## config.mk

```make
export PLATFORM = sky130hd
export DESIGN_NAME = m68k_bus_arbiter
export DESIGN_NICKNAME = d
export VERILOG_FILES = /design/src/rtl/m68k_bus_arbiter_pkg.sv /design/src/rtl/m68k_bus_arbiter.sv
export SDC_FILE = /design/constraint.sdc
export NUM_CORES = 1
export LEC_CHECK = 0
export ABC_AREA = 0
export CAP_MARGIN = 20
export CORE_MARGIN = 2
export CORE_UTILIZATION = 55
export DETAILED_ROUTE_END_ITERATION = 8
export GPL_TIMING_DRIVEN = 0
export PLACE_DENSITY = 0.83
export RECOVER_POWER = 50
export SLEW_MARGIN = 20
export SYNTH_ARGS = -nofsm -noshare
export SYNTH_HDL_FRONTEND = slang
export SYNTH_SLANG_ARGS = --single-unit
```

## constraint.sdc

```tcl
create_clock -name sys_clk -period 3.68 [get_ports sys_clk]
set_input_delay 0.552 -clock sys_clk [delete_from_list [all_inputs] [get_ports sys_clk]]
set_output_delay 0.552 -clock sys_clk [all_outputs]
set_load 0.005 [all_outputs]
```

## src/rtl/m68k_bus_arbiter_pkg.sv

```systemverilog
// m68k_bus_arbiter_pkg: shared arbiter state encoding and Pi status bit positions
//   ARB_ST_*        : arbiter state codes exported on arb_state
//   arb_state_e     : typed FSM state built from the ARB_ST_* codes
//   STAT_*_BIT      : Pi status word bit positions of the sticky arbiter flags
//   bus_quiet()     : true when no cycle or other master is active on the bus
package m68k_bus_arbiter_pkg;

   localparam logic [2:0] ARB_ST_IDLE      = 3'd0;
   localparam logic [2:0] ARB_ST_REQ       = 3'd1;
   localparam logic [2:0] ARB_ST_WAIT_FREE = 3'd2;
   localparam logic [2:0] ARB_ST_ACQ       = 3'd3;
   localparam logic [2:0] ARB_ST_OWNED     = 3'd4;
   localparam logic [2:0] ARB_ST_REL       = 3'd5;

   typedef enum logic [2:0] {
      ST_IDLE      = ARB_ST_IDLE,
      ST_REQ       = ARB_ST_REQ,
      ST_WAIT_FREE = ARB_ST_WAIT_FREE,
      ST_ACQ       = ARB_ST_ACQ,
      ST_OWNED     = ARB_ST_OWNED,
      ST_REL       = ARB_ST_REL
   } arb_state_e;

   localparam int STAT_GRANT_TMO_BIT = 8;
   localparam int STAT_ABORT_BIT     = 9;

   // All three bus strobes are active-low; the bus is free only when every one is released.
   function automatic logic bus_quiet(input logic nas, input logic ndtack, input logic nbgack);
      return nas & ndtack & nbgack;
   endfunction

endpackage

```

## src/rtl/m68k_bus_arbiter.sv

```systemverilog
// m68k_bus_arbiter: 68000 BR/BG/BGACK bus mastership handshake for the Pi bus access engine
//   sys_clk, sys_rst            : single clock domain, synchronous active-high reset
//   mc_clk_rising/falling       : 1-cycle strobes marking the 7 MHz CPU clock edges
//   want_bus                    : Pi control level requesting mastership
//   eng_busy                    : access engine is mid-cycle
//   nbg/nas/ndtack/nbgack/nreset_sync : synchronized 68000 bus signals
//   br_oe, bgack_oe             : drive nBR / nBGACK low
//   bus_owned                   : engine may start cycles
//   grant_tmo, abort_flag       : sticky status, cleared in idle once want_bus drops
//   arb_state                   : current state code for Pi status/debug
module m68k_bus_arbiter
   import m68k_bus_arbiter_pkg::*;
#(
   parameter int unsigned GRANT_TIMEOUT = 255,
   parameter int unsigned TMO_W         = 8
) (
   input  logic       sys_clk,
   input  logic       sys_rst,
   input  logic       mc_clk_rising,
   input  logic       mc_clk_falling,
   input  logic       want_bus,
   input  logic       eng_busy,
   input  logic       nbg_sync,
   input  logic       nas_sync,
   input  logic       ndtack_sync,
   input  logic       nbgack_sync,
   input  logic       nreset_sync,
   output logic       br_oe,
   output logic       bgack_oe,
   output logic       bus_owned,
   output logic       grant_tmo,
   output logic       abort_flag,
   output logic [2:0] arb_state
);

   localparam logic             TMO_EN   = GRANT_TIMEOUT != 0;
   localparam logic [TMO_W-1:0] TMO_LAST = TMO_W'(GRANT_TIMEOUT - 1);
   localparam logic [TMO_W-1:0] CNT_MAX  = '1;

   arb_state_e       state_q, state_d;
   logic             br_oe_q, br_oe_d;
   logic             bgack_oe_q, bgack_oe_d;
   logic             bus_owned_q, bus_owned_d;
   logic             grant_tmo_q, grant_tmo_d;
   logic             abort_flag_q, abort_flag_d;
   logic [TMO_W-1:0] cnt_q, cnt_d;

   always_comb begin
      state_d      = state_q;
      br_oe_d      = br_oe_q;
      bgack_oe_d   = bgack_oe_q;
      bus_owned_d  = bus_owned_q;
      grant_tmo_d  = grant_tmo_q;
      abort_flag_d = abort_flag_q;
      cnt_d        = cnt_q;
      case (state_q)
         ST_IDLE: begin
            // A set flag blocks re-requesting until the Pi acknowledges by dropping want_bus.
            if (!want_bus) begin
               grant_tmo_d  = 1'b0;
               abort_flag_d = 1'b0;
            end else if (!grant_tmo_q && !abort_flag_q) begin
               br_oe_d = 1'b1;
               cnt_d   = '0;
               state_d = ST_REQ;
            end
         end
         ST_REQ: begin
            // Withdrawal is tested first so a BG arriving on the same edge is ignored.
            if (mc_clk_falling) begin
               if (!want_bus) begin
                  br_oe_d = 1'b0;
                  state_d = ST_IDLE;
               end else if (!nbg_sync) begin
                  state_d = ST_WAIT_FREE;
               end else if (TMO_EN && cnt_q == TMO_LAST) begin
                  br_oe_d     = 1'b0;
                  grant_tmo_d = 1'b1;
                  state_d     = ST_IDLE;
               end else begin
                  cnt_d = (cnt_q == CNT_MAX) ? cnt_q : cnt_q + 1'b1;
               end
            end
         end
         ST_WAIT_FREE: begin
            if (mc_clk_falling && bus_quiet(nas_sync, ndtack_sync, nbgack_sync)) begin
               bgack_oe_d = 1'b1;
               state_d    = ST_ACQ;
            end
         end
         ST_ACQ: begin
            // BR is released half a CPU clock after BGACK asserts so the two overlap.
            if (mc_clk_rising) begin
               br_oe_d     = 1'b0;
               bus_owned_d = 1'b1;
               state_d     = ST_OWNED;
            end
         end
         ST_OWNED: begin
            // An engine cycle in flight is always allowed to finish.
            if (!want_bus && !eng_busy) begin
               bus_owned_d = 1'b0;
               state_d     = ST_REL;
            end
         end
         ST_REL: begin
            if (mc_clk_falling) begin
               bgack_oe_d = 1'b0;
               state_d    = ST_IDLE;
            end
         end
         default: begin
            br_oe_d     = 1'b0;
            bgack_oe_d  = 1'b0;
            bus_owned_d = 1'b0;
            state_d     = ST_IDLE;
         end
      endcase
      // A bus reset while holding or seeking the bus drops everything at once, even mid-cycle.
      if (state_q != ST_IDLE && !nreset_sync) begin
         br_oe_d      = 1'b0;
         bgack_oe_d   = 1'b0;
         bus_owned_d  = 1'b0;
         abort_flag_d = 1'b1;
         state_d      = ST_IDLE;
      end
   end

   always_ff @(posedge sys_clk) begin
      if (sys_rst) begin
         state_q      <= ST_IDLE;
         br_oe_q      <= 1'b0;
         bgack_oe_q   <= 1'b0;
         bus_owned_q  <= 1'b0;
         grant_tmo_q  <= 1'b0;
         abort_flag_q <= 1'b0;
         cnt_q        <= '0;
      end else begin
         state_q      <= state_d;
         br_oe_q      <= br_oe_d;
         bgack_oe_q   <= bgack_oe_d;
         bus_owned_q  <= bus_owned_d;
         grant_tmo_q  <= grant_tmo_d;
         abort_flag_q <= abort_flag_d;
         cnt_q        <= cnt_d;
      end
   end

   assign br_oe      = br_oe_q;
   assign bgack_oe   = bgack_oe_q;
   assign bus_owned  = bus_owned_q;
   assign grant_tmo  = grant_tmo_q;
   assign abort_flag = abort_flag_q;
   assign arb_state  = state_q;

endmodule
```

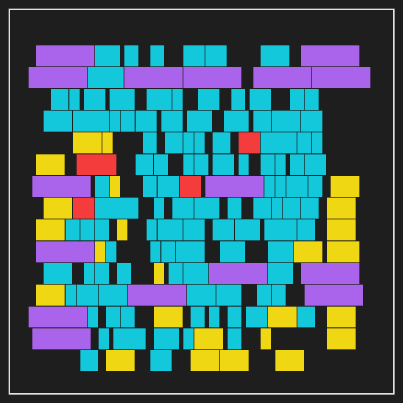
run_1/class_map.png
Scale: 8 px per um.
Red is clock drivers and dummy loads, cells 4, share of their area 2.8%. Yellow is remaining buffers and delay cells, cells 25, share of their area 17%. Cyan is remaining logic cells, cells 108, share of their area 55%. Purple is registers, cells 16, share of their area 25%.
sequential cell area share: 24.52%
final instance area: 0.001306 mm2
Final Core Density: 74.04%
Core Rows: 15
core area: 0.001764 mm2

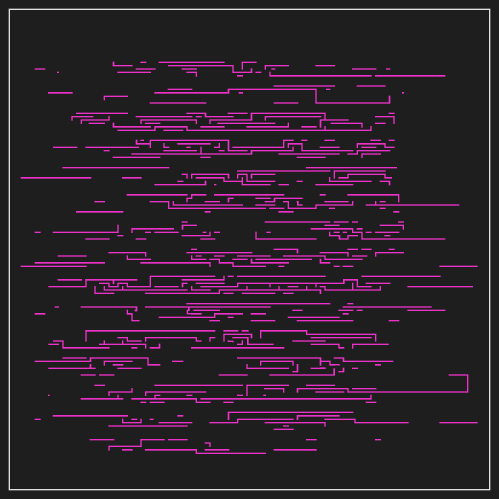
run_1/m1.png
Scale: 10 px per um.
The layer carries 1190 um of wire. The layer holds 46% of the routed length. 150 nets have wire on it. The longest straight run is 18.4 um. The wires run mostly horizontal.
via count: 1103
total wire length: 2594 um
routing usage on met1: 34.76%

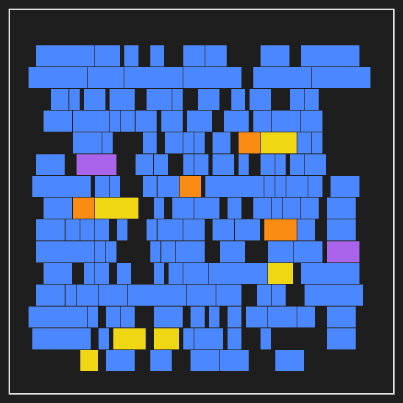
run_1/sizing.png
Scale: 8 px per um.
Blue is x1 and smaller, cells 141, share 92%, most used dfxtp_1. Orange is x3 and x4, cells 4, share 2.6%, most used clkbuf_4. Yellow is x2, cells 6, share 3.9%. Purple is x6 and larger, cells 2, share 1.3%.
Non-CTS buffers: 25
area grow syn2layout: 23.26%

==> results.txt, run 1 <==
Chip Width -> 47.90 um
endpoint class of the critical path -> flip-flop
inverter count -> 7
Slew @ Worst Pin -> 793.9 ps
WL met3 -> 200 um
Setup Fix Bufs, Post-CTS -> 0
tool warnings -> 27
Flop pwr share -> 38.5%
Resized Gates After CTS -> 0
Worst Path Arrival -> 2450 ps
combinational power -> 195 uW
Hold Path Depth -> 2
internal power -> 330.2 uW
P_leak -> 0.0004820 uW
clock power share -> 23.3%
mux share -> 4.723%
FF/Latch Area -> 320.3 um2
fraction of area in clock buffers and inverters -> 2.778%
vias per cell -> 6.197
Sw Share -> 35.17%
adder share -> 2.361%
Detail Route Antenna Nets -> 0
EDFF count, synth -> 0
Synth async-reset ratio -> 0%
Max-area cell class -> multi-input combinational cells
# DRC -> 0
most numerous logic cells after layout -> dfxtp_1 (16), o21ai_0 (12), nand3_1 (10)
most used routing layer -> met2
simple share -> 30.22%
min-delay src -> br_oe
reg2reg setup slack -> 1660 ps
status -> completed
IO Pins -> 19
synth warn -> 0
top cell type by total area after synthesis -> dfxtp_1
end of the critical path -> cnt_q[0]
Yosys chip area -> 0.001060 mm2
run 1: cells in the mapped netlist (all sizes together), types with 4 or more instances:
cell,n
nand4,4
mux2i,5
nand3,10
nand2,9
o21ai,12
o211ai,4
a21oi,4
inv,7
nor3,4
clkbuf,5
dfxtp,16
nor2,6
run 1: per-stage QoR:
| stage | utilization, % | instances | worst slack (ps) | instance area [um2] | total power [uW] |
|---|---|---|---|---|---|
| floorplan | - | 131 | 1981 | 1060 | 330.1 |
| global placement | 72.06 | 174 | 1269 | 1271 | 395.2 |
| detailed placement | 72.06 | 174 | 1278 | 1271 | 398.9 |
| CTS | 74.11 | 178 | 1580 | 1308 | 516.4 |
| global route | 74.04 | 178 | 1293 | 1306 | 539.9 |
| finish | 74.04 | 178 | 1453 | 1306 | 509.3 |
==> run 1 -> run 2 <==
--- a/config.mk
+++ b/config.mk
@@ -8,10 +8,10 @@
 export ABC_AREA = 0
 export CAP_MARGIN = 20
 export CORE_MARGIN = 2
-export CORE_UTILIZATION = 55
+export CORE_UTILIZATION = 46
 export DETAILED_ROUTE_END_ITERATION = 8
 export GPL_TIMING_DRIVEN = 0
-export PLACE_DENSITY = 0.83
+export PLACE_DENSITY = 0.74
 export RECOVER_POWER = 50
 export SLEW_MARGIN = 20
 export SYNTH_ARGS = -nofsm -noshare
==> constraint.sdc (replaced) <==
create_clock -name sys_clk -period 1.85 [get_ports sys_clk]
set_input_delay 0.2775 -clock sys_clk [delete_from_list [all_inputs] [get_ports sys_clk]]
set_output_delay 0.2775 -clock sys_clk [all_outputs]
set_load 0.005 [all_outputs]
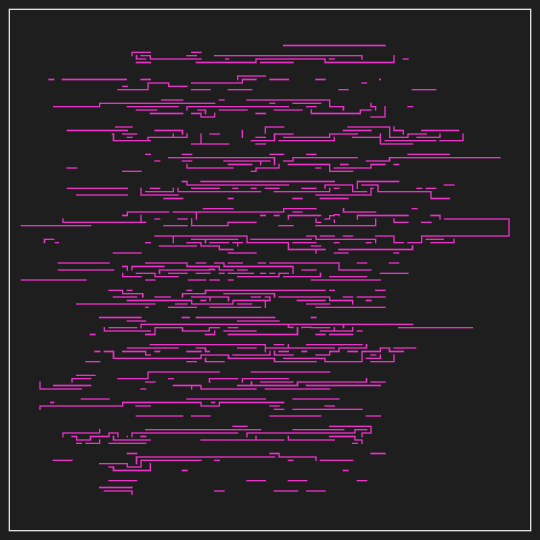
run_2/m1.png
Scale: 10 px per um.
The layer holds 48% of the routed length. The layer carries 1310 um of wire.
via count: 1124
routing usage on met1: 31.80%
total wire length: 2741 um

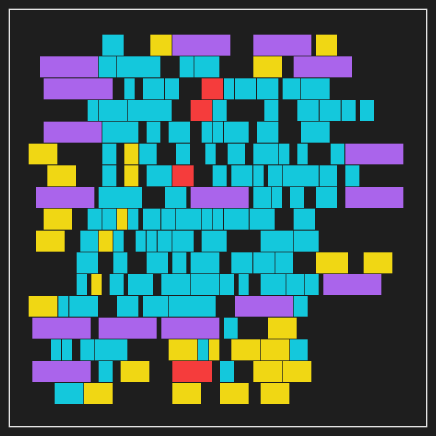
run_2/class_map.png
Scale: 8 px per um.
Purple is registers, cells 16, share of their area 25%. Red is clock drivers and dummy loads, cells 4, share of their area 2.8%. Yellow is remaining buffers and delay cells, cells 27, share of their area 18%. Cyan is remaining logic cells, cells 108, share of their area 55%.
final instance area: 0.001354 mm2
core area: 0.002191 mm2
Final Core Density: 61.79%
sequential cell area share: 23.94%

==> run 2 against run 1 <==
Net effect: critical endpoint is now arb_state[1]; total power grew 100%; non-clock buffer count grew 2; die area grew 18%; largest cell class unchanged; sequential share of layout area shrank 0.58 points; global-route usage shrank 4.3 points; sequential power grew 99%; clock skew shrank 7.7 ps; largest power group is now combinational logic; worst setup slack lost 1400 ps; clock-buffer cell count is the same; core utilization shrank 12 points; final cell count grew 2.8%.
==> results.txt, run 2 <==
status -> completed
clock power share -> 23.0%
Slew @ Worst Pin -> 526.3 ps
flop count -> 16
EDFF count, synth -> 0
first-pass GRT wire length -> 4478 um
internal power -> 662.8 uW
dpl cell area -> 0.001275 mm2
Setup WS post-layout -> 63.28 ps
initial drt markers -> 22
Detail Route Antenna Nets -> 0
Synth Flop Type -> dfxtp_1
area grow syn2layout -> 27.75%
Final Total Pwr -> 1029 uW
Resized Gates After CTS -> 1
GRT Total Usage -> 21.65%
comb. cell area -> 699.4 um2
Setup Fix Bufs, Post-CTS -> 0
Flop pwr share -> 37.9%
most numerous logic cells after layout -> dfxtp_1 (15), o21ai_0 (11), clkdlybuf4s50_1 (11)
worst path bufs/invs -> 1
inverter count -> 7
dpl cells -> 177
endpoint class of the critical path -> flip-flop
Die Size -> 0.002704 mm2
Top pwr grp -> combinational logic
Chip Width -> 52 um
Core Rows -> 17
tool warnings -> 28
FF/Latch Area -> 324.1 um2
P_leak -> 0.0005058 uW
Clk Latency, worst-skew pair -> 280 ps
Synth top cell by count -> dfxtp_1
Sw Share -> 35.61%
IO Pins -> 19
synth warn -> 0
Tmin final -> 1787 ps
Worst Path Arrival -> 1990 ps
fraction of area in clock buffers and inverters -> 2.680%
Top cell area share -> 30.22%
Mapped Area -> 0.001060 mm2
synthesized area per cell -> 8.090 um2
# DRC -> 0
commonest cells in the netlist -> dfxtp_1 (16), o21ai_0 (11), nand3_1 (10)
Slew Limit Fails -> 0
final net count -> 169
worst-path cell chain -> clkdlybuf4s50_1, or3_1, a32oi_1, nand3_2, o41ai_2
combinational power -> 402 uW
Max-area cell class -> multi-input combinational cells
dpl ws -> -266.3 ps
Synth async-reset ratio -> 0%
Post-synth seq share -> 30.22%
top cell type by total area after synthesis -> dfxtp_1
Yosys chip area -> 0.001060 mm2
Non-CTS buffers -> 27
non-filler cells, final -> 183
vias per cell -> 6.142
Seq. pwr -> 391 uW
==> run 2: logic make-up after synthesis <==
family | after synthesis | synth area share, %
flops | 16 | 30.22
simple gates | 53 | 30.23
fa+ha+maj | 2 | 2.361
compound gates | 41 | 26.68
buf+inv | 14 | 5.785
mux | 5 | 4.723
==> run 2: path summary, 6_finish.rpt <==
kind | start | end | slack, ps | depth (start not counted)
worst max register to register | arb_state[1] | arb_state[1] | 70 | 5
worst min-delay path | br_oe | br_oe | 470 | 2
worst max-delay path | want_bus | arb_state[1] | 60 | 5
worst min register to register | br_oe | br_oe | 470 | 2
==> run 2: routing by layer <==
layer	share of wire, %	GRT usage (%)	up-vias
met4	0.18	5.263	0
met3	6.3	4.310	2
met2	46	32.07	38
met5	0	0	-
met1	48	31.80	532
li1	-	-	552
No activity file was given, so power comes from the tool's default toggle rates.
